**Zoomed window**

Region (22, 91) to (47, 116) um. Cells in gray, sequential cells in the stronger gray; small squares are vias.
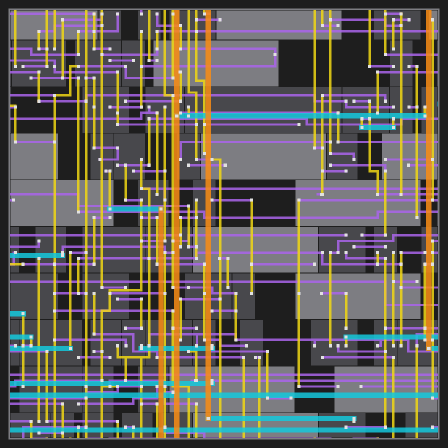
**Cell sizes after repair**

(3 px per um)
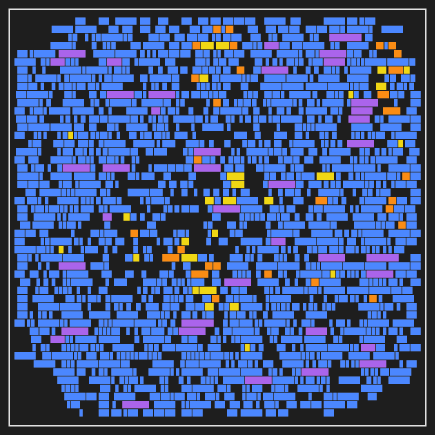
**Cells colored by class**

(3 px per um)
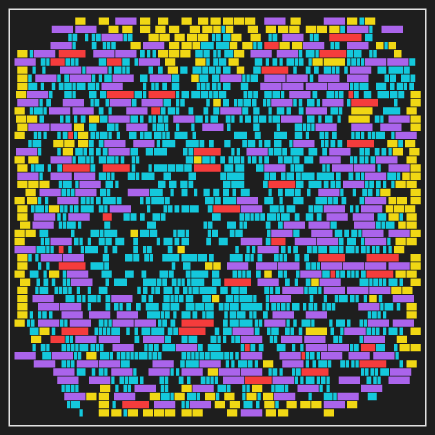
Design imm_decode_pipe, sky130hd; sources not shown.
==> flow_summary.toml <==
# flow metrics
[detailed_routing]
vias = 10000
vias_per_cell = 5.93
drc = 18
first_iter_violations = 841
drtAntennaViolNets = 0
routed_wl_um = 30200
dr.pass1.iters = 8

[outcome]
violations = "DRC"
status = "complete, but fails checks"

[grt]
grt_max_degree = 90
grt_first_pass_wirelength_um = 47600
grt_pass1_vias = 9189
met2_usage_pct = 48.3
met3_usage_pct = 5.40
busiest_layer = "met2"
grt_use_met1_pct = 41.2

[synthesis]
top_cell_area_share_pct = 40.3
synth-seq-cells = 202
synth_stat.cells = 1326
ys_seq_share_pct = 40.3
syn_area_mm2 = 0.0100
syn-num-nets = 1427
synth-main-ff-cell = "dfxtp_1"
async_flop_share_pct = 0
ys_top_cells_by_area = "dfxtp_1, nand2_1, a21oi_1"
post-synth-top-count-cell = "nand2_1"
ys_types = 66
syn_inst = 1326
syn_area_per_cell_um2 = 7.57

[sta]
period_used_pct = 87.3
setup_viol = 0
drv_slew = 0
finalCriticalPeriod_ns = 4.62
hold_viol = 0
fin_setup_tns_ns = 0
tightest_slew_ns = 1.12
skew_ns = 0.0114
fmax_mhz = 216
relSlewSlack_pct = 24.7

[finish]
syn2layout_area_growth_pct = 26.7
comb_area_mm2 = 0.00551
nClkBuffers = 30
drive_above_1_share_pct = 6.42
fin_cells = 1693
buffer_area_share_pct = 15.3
comb_share_pct = 43.3
fin_nets = 1549
clock_area_share_pct = 6.25
n_fill_cell = 1487
regArea_mm2 = 0.00404
inverters_excl_clock = 39

[critical_path]
max_stage_delay_ns = 0.53
cp_max_fo = 9
cp_slowest_cell = "clkdlybuf4s50_1"
path_cells = "clkdlybuf4s50_1 > and4bb_2 > and3b_1 > o31a_1 > a21oi_1 > inv_1 > ha_1 > a21oi_1 > a21oi_1 > o21ai_0 > a31oi_2 > o31ai_2 > o21ai_2 > xnor2_1 > a311oi_1"
critical_path_cell_count = 15
worstRegToRegCells = 6
worstSetupPathType = "in -> reg"
cp_num_buf_inv = 2
endpoint_kind = "flip-flop"

[pwr]
power_w = 0.00377
p_leak_nw = 4.97
power_density_mw_per_mm2 = 296

[cts]
clk_latency_ns = 0.51
cts_setup_buffers = 0
cts_hold_buf = 0
cts_tree = "done"
clock_path_buffers = 3
clockRootBuffer = "clkbuf_16"
cts_buffers = 22
htreeDepth = 1

[floorplanning]
die_y_um = 138
io-pin-count = 171
chipWidth_um = 138
n_tap_cell = 229

[placement]
preCtsSetupSlack_ns = 0.176
hpwl_um = 20500
placed_cells = 1653
placed_area_mm2 = 0.0119

[run]
cap_violations = 0

[hold_path]
hold_path_class = "reg -> reg"
Notes on 'zoomed window' above:
| layer | color |
|---|---|
| metal 4 | orange |
| metal 2 | yellow |
| metal 1 | purple |
| metal 3 | cyan |
most frequent: a211oi_1 (15), nor2_1 (14), dfxtp_1 (11)
cells with their middle in the window: 59
sequential cells in the window: 11

Notes on 'cell sizes after repair' above:
| size | color | cells | most used |
|---|---|---|---|
| _2 cells | yellow | 27 | clkinv_2 |
| _3 and _4 cells | orange | 29 | buf_4 |
| _0 and _1 cells | blue | 1370 | nand2_1 |
| _6 and larger | purple | 38 | clkbuf_16 |
PnR worst setup slack: 0.676 ns
post-layout instance area: 0.0127 mm^2
Non-CTS buffers: 196

Notes on 'cells colored by class' above:
| class | color | cells | share of their area |
|---|---|---|---|
| clock drivers and dummy loads | red | 40 | 6.4% |
| remaining buffers and delay cells | yellow | 196 | 16% |
| combinational and other logic | cyan | 1026 | 45% |
| sequential cells | purple | 202 | 33% |
cell row count: 49
Core Area: 0.0181 mm^2
Util after Layout: 70.3%
flop share of the area: 31.8%

==> report_power, final <==
| part | internal, W | total, W | switching [W] |
|---|---|---|---|
| Sequential | 0.00157 | 0.00160 | 0.0000310 |
| Clock | 0.00102 | 0.00166 | 0.000633 |
| Combinational | 0.000219 | 0.000511 | 0.000292 |
==> cells by family (layout without fill, tap and decap cells) <==
kind of cell,after synthesis,in the layout,synth area share (%)
adders and majority gates,32,32,4.06
AOI/OAI and AO/OA,417,417,26.8
buffers and inverters,137,275,5.26
xor gates and xnor gates,27,27,2.36
and+or+nand+nor,511,511,21.3
DFF,202,202,40.3
==> metal layers <==
layer,wire length [um],part of all wire (%),vias up
met2,13700,45,419
met4,1070,3.5,0
li1,-,-,4895
met3,2300,7.6,65
met1,13200,44,4659
met5,0,0,-
